Figure 1. Zoomed window (run 1).
Scale bar: 10 um. Region (56, 5) to (96, 45) um. Cells in gray, sequential cells in the stronger gray; small squares are vias.
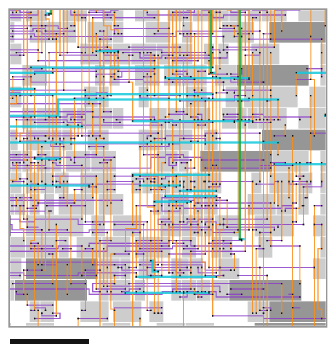
Figure 2. The metal 1 layer (run 1).
Scale bar: 20 um. Supply wires on this layer in gray.
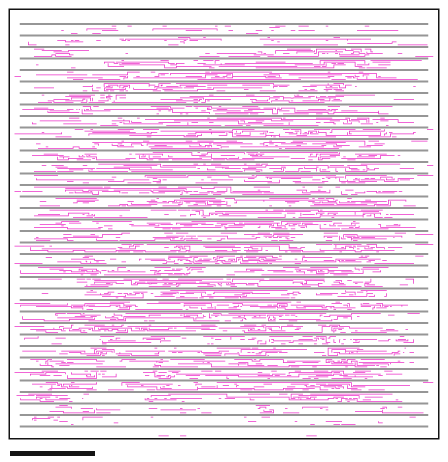
Figure 3. Signal wires on met3 (run 1).
Scale bar: 20 um.
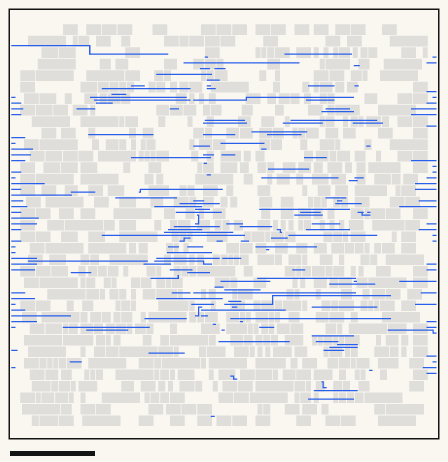
Figure 4. Congestion heat map (run 1).
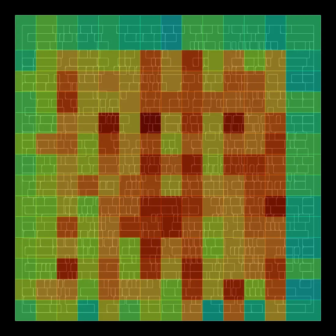
Design seq_decoder, sky130hd; sources not shown.
==> run notes, run 1 <==
Results of the full flow below.

Status:
- The flow ran to the end, and the final reports show no timing, DRC or antenna violations.

Logic synthesis:
- Synthesis produced a netlist whose cell count is a little over 600.
- By count the netlist is led by sky130_fd_sc_hd__nand2_1, sky130_fd_sc_hd__dfrtp_1, sky130_fd_sc_hd__nor2_1, sky130_fd_sc_hd__o21ai_0, sky130_fd_sc_hd__a21oi_1.
- The run puts the share of cell area taken by muxes after synthesis at roughly 5.2%.
- The number of different library cells used by synthesis comes to just under 80.
- The run puts the post-synthesis share of cell area spent on xor and xnor gates at a little under 8%.
- The biggest area contributor in the post-synthesis netlist is sky130_fd_sc_hd__dfrtp_1.

Hold path:
- The run puts the worst hold path depth at 1.

Setup path:
- The run gives the start-to-end type of the worst setup path as in2out.
- Listed in order, past its start point the critical path passes clkdlybuf4s50_1 -> and3_1 -> nand2_1 -> o311ai_0 -> a221oi_1 -> a31oi_1 -> clkdlybuf4s50_1.

Power:
- Sequential cells burn a little under a quarter of the power.
- The run puts the power in the clock group at between 0.1 and 0.15 mW.

CTS:
- The run puts the clock latency on the worst-skew pair at roughly 0.32 ns.
- The run gives the clock transition at the registers of the reported paths as 0.11 ns.
- The run gives the CTS tree as done.
- In this run the post-CTS setup repair buffer count came out at 0.

Place:
- The run puts the cell area after placement at between 0.006 and 0.007 sq mm.
- As logged by OpenROAD, the buffers inserted on ports number roughly 120.

Final layout:
- The run gives the clock distribution area overhead in the final layout as 1.599%.
- The run puts the area growth from synthesis to final layout at 24.21%.
- The run gives the non-clock buffering overhead in the final layout as between 20% and 30%.

STA:
- The highest clock rate this design can be run at is around 0.1 GHz.
- The run gives the post-layout minimum cycle time as 9.775 ns.

Die:
- The floorplan step defined a core boundary enclosing 0.009196 sq mm.
## Picture notes: Figure 1
[green] M4
[cyan] M3
[purple] M1
[orange] M2
sequential cells in the window: 8
most frequent: nand2_1 (24), xnor2_1 (12), o21ai_0 (11)
cells with their middle in the window: 145

## Picture notes: Figure 2
main direction: horizontal
longest straight run: 35.4 um
share of all routed wire: 42%
wire length on this layer: 6970 um
nets with wire on the layer: 656
met1 GRT Util: 45.36%
Post-Route WL: 16570 um
vias after detailed routing: 5197

## Picture notes: Figure 3
longest straight run: 38.2 um
share of all routed wire: 8.5%
met3 usage: 5.659%

## Picture notes: Figure 4
final standard cell utilization of the core: 66.38%
per-cell routed wire length: 20.59 um
global router's overall resource usage: 32.85%

Figure 5. Logic cells by family (run 1).
Scale bar: 20 um.
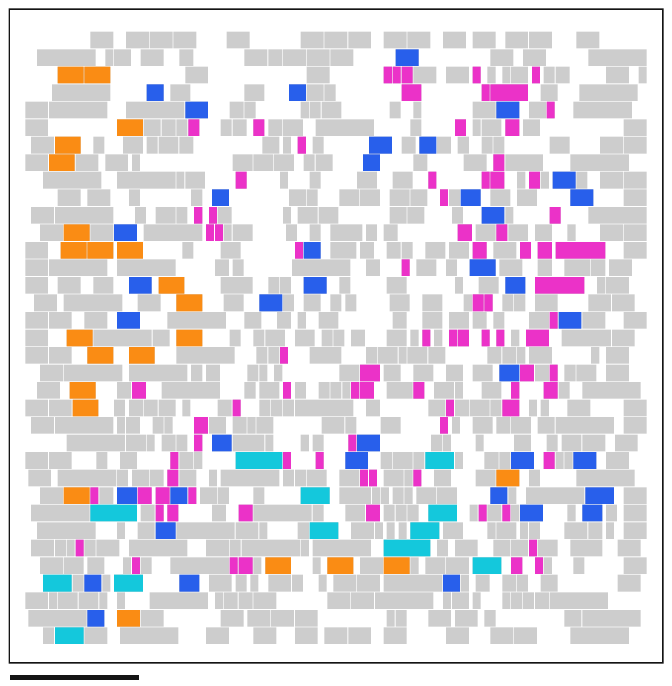

--- run 2 (diff from run 1) ---
Settings changed: CORE_UTILIZATION 52 to 49.
Clock period 12.9 ns to 9.81 ns, I/O delays scaled along.
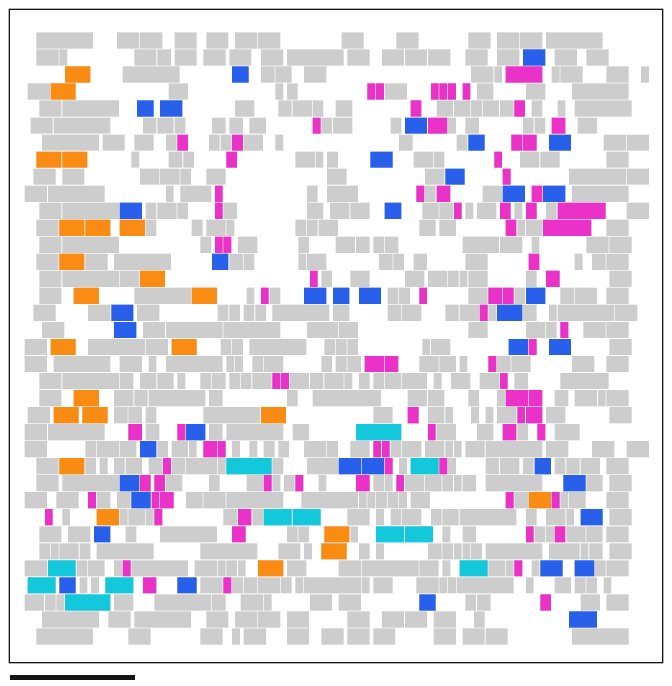
Figure 6: run 2, logic cells by family.
Scale bar: 20 um.
[blue] non-inverting ao/oa cells | cells: 39 | most used: a221o_1 | where: widely spread
[cyan] fa/ha/maj cells | cells: 12 | most used: ha_1
[magenta] nor cells | cells: 87 | most used: nor2_1
[orange] mux cells | cells: 23 | most used: mux2_2
Commonest Layout Cell: sky130_fd_sc_hd__clkdlybuf4s50_1
Comb/total area: 53.41%
non-filler cells in the finished layout: 826

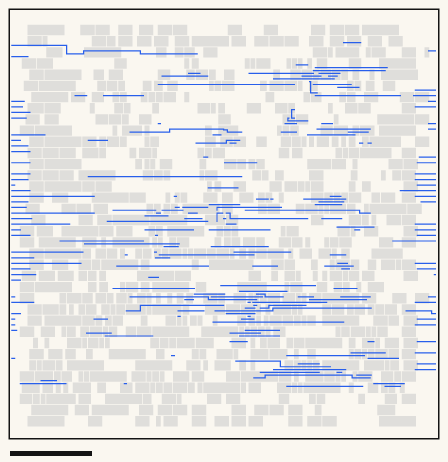
Figure 7: run 2, signal wires on met3.
Scale bar: 20 um.
longest straight run: 37.3 um
share of all routed wire: 9.2%
Post-Route WL: 17270 um
met3 usage: 6.140%
vias after detailed routing: 5266

==> run notes, run 2 <==
Results of the full flow below.

Final layout:
- The utilization of the core after routing came to 62.81% (was 66.38%).
- The run puts the fraction of standard cell area that is sequential at 19.97% (was 20.09%).
- The clock distribution area overhead in the final layout came to 1.834% (was 1.599%).
- The run puts the non-clock buffering overhead in the final layout at 20.54% (was 20.78%).
- The number of nets in the layout was 773 (was 774).
- The biggest area consumer among cell classes was multi-input combinational cells (unchanged).
- The area growth from synthesis to final layout came to 24.92% (was 24.21%).

Power:
- The share of total power in sequential cells was 23.4% (was 23.5%).
- The run gives the worst-case vdd ir drop as 0.0001686 V (was 0.0001276 V).
- The run puts the total power density per cell area at 331.9 mW/mm^2 (was 249.6 mW/mm^2).
- The run gives the clock network power share as 7.7% (was 6.9%).
- The run puts the power in the clock group at 0.157 mW (was 0.105 mW).

Routing:
- The run puts the post-detailed-route wirelength per cell at 20.91 um (was 20.59 um).

CTS:
- The run puts the maximum clock insertion buffer count at 2 (unchanged).
- The count of instances resized after the clock tree is built came to 0 (unchanged).
- The run puts the post-CTS setup buffer count at 0 (unchanged).
- The run gives the clock latency on the worst-skew pair as 0.33 ns (was 0.32 ns).
- The run puts the hold buffer count at cts at 0 (unchanged).
- The clock transition at the registers of the reported paths is 0.10 ns (was 0.11 ns).
- The run gives the total clock sinks as 49 (unchanged).
- The CTS tree is done (unchanged).
- The clock root buffer is sky130_fd_sc_hd__clkbuf_8 (unchanged).

Logic synthesis:
- The run puts the post-synthesis share of cell area spent on xor and xnor gates at 7.816% (unchanged).
- The run puts the number of standard cells after synthesis at 612 (unchanged).
- The run puts the share of cell area taken by muxes after synthesis at 5.219% (unchanged).
- The number of different library cells in the post-synthesis netlist came to 79 (unchanged).
- The async set or reset register ratio after synthesis was 100.0% (unchanged).
- The register bit total from synthesis is 49 (unchanged).
- Top post-synthesis cells by count: sky130_fd_sc_hd__nand2_1, sky130_fd_sc_hd__dfrtp_1, sky130_fd_sc_hd__nor2_1, sky130_fd_sc_hd__o21ai_0, sky130_fd_sc_hd__a21oi_1 (unchanged).
- The run gives the synthesized-area fraction occupied by adder cells as 3.513% (unchanged).
- The run gives the yosys stat chip area as 0.004915 sq mm (unchanged).

Setup path:
- The start-to-end type of the worst setup path is in2out (unchanged).
- The delay of the slowest cell on the worst path was 0.67 ns (was 0.69 ns).
- Chain of cells forming the critical path: clkdlybuf4s50_1 -> and3_1 -> nand2_1 -> o311ai_0 -> a221oi_1 -> a31oi_1 -> clkdlybuf4s50_1 (unchanged).
- The run gives the highest fanout seen on the critical path as 13 (unchanged).

Hold path:
- The run gives the worst hold path depth as 1 (unchanged).
- The class of the most critical hold timing path was reg2reg (unchanged).

Place:
- The run gives the cell area after placement as 0.006027 sq mm (was 0.006007 sq mm).
- The run puts the count of port buffers added during placement at 123 (unchanged).

Global route:
- The run puts the pin count of the biggest net entering global routing at 50 (unchanged).
- The via count of the first global-routing pass was 4988 (was 4948).
- The run gives the overall fraction of global-route tracks in use as 31.06% (was 32.85%).

Die:
- The area of the core was 0.009774 sq mm (was 0.009196 sq mm).

STA:
- The run puts the post-layout minimum cycle time at between 8 and 9 ns.
- The run gives the timing-limited maximum frequency as 0.1227 GHz.

Status:
- Run status: finished clean (unchanged).
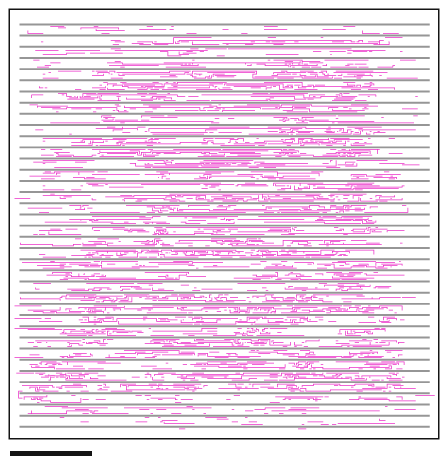
Figure 8: run 2, the metal 1 layer.
Scale bar: 20 um. Supply wires on this layer in gray.
longest straight run: 41.9 um
share of all routed wire: 41%
wire length on this layer: 7130 um
main direction: horizontal
met1 GRT Util: 41.07%

Power and IR drop assume default switching activity.
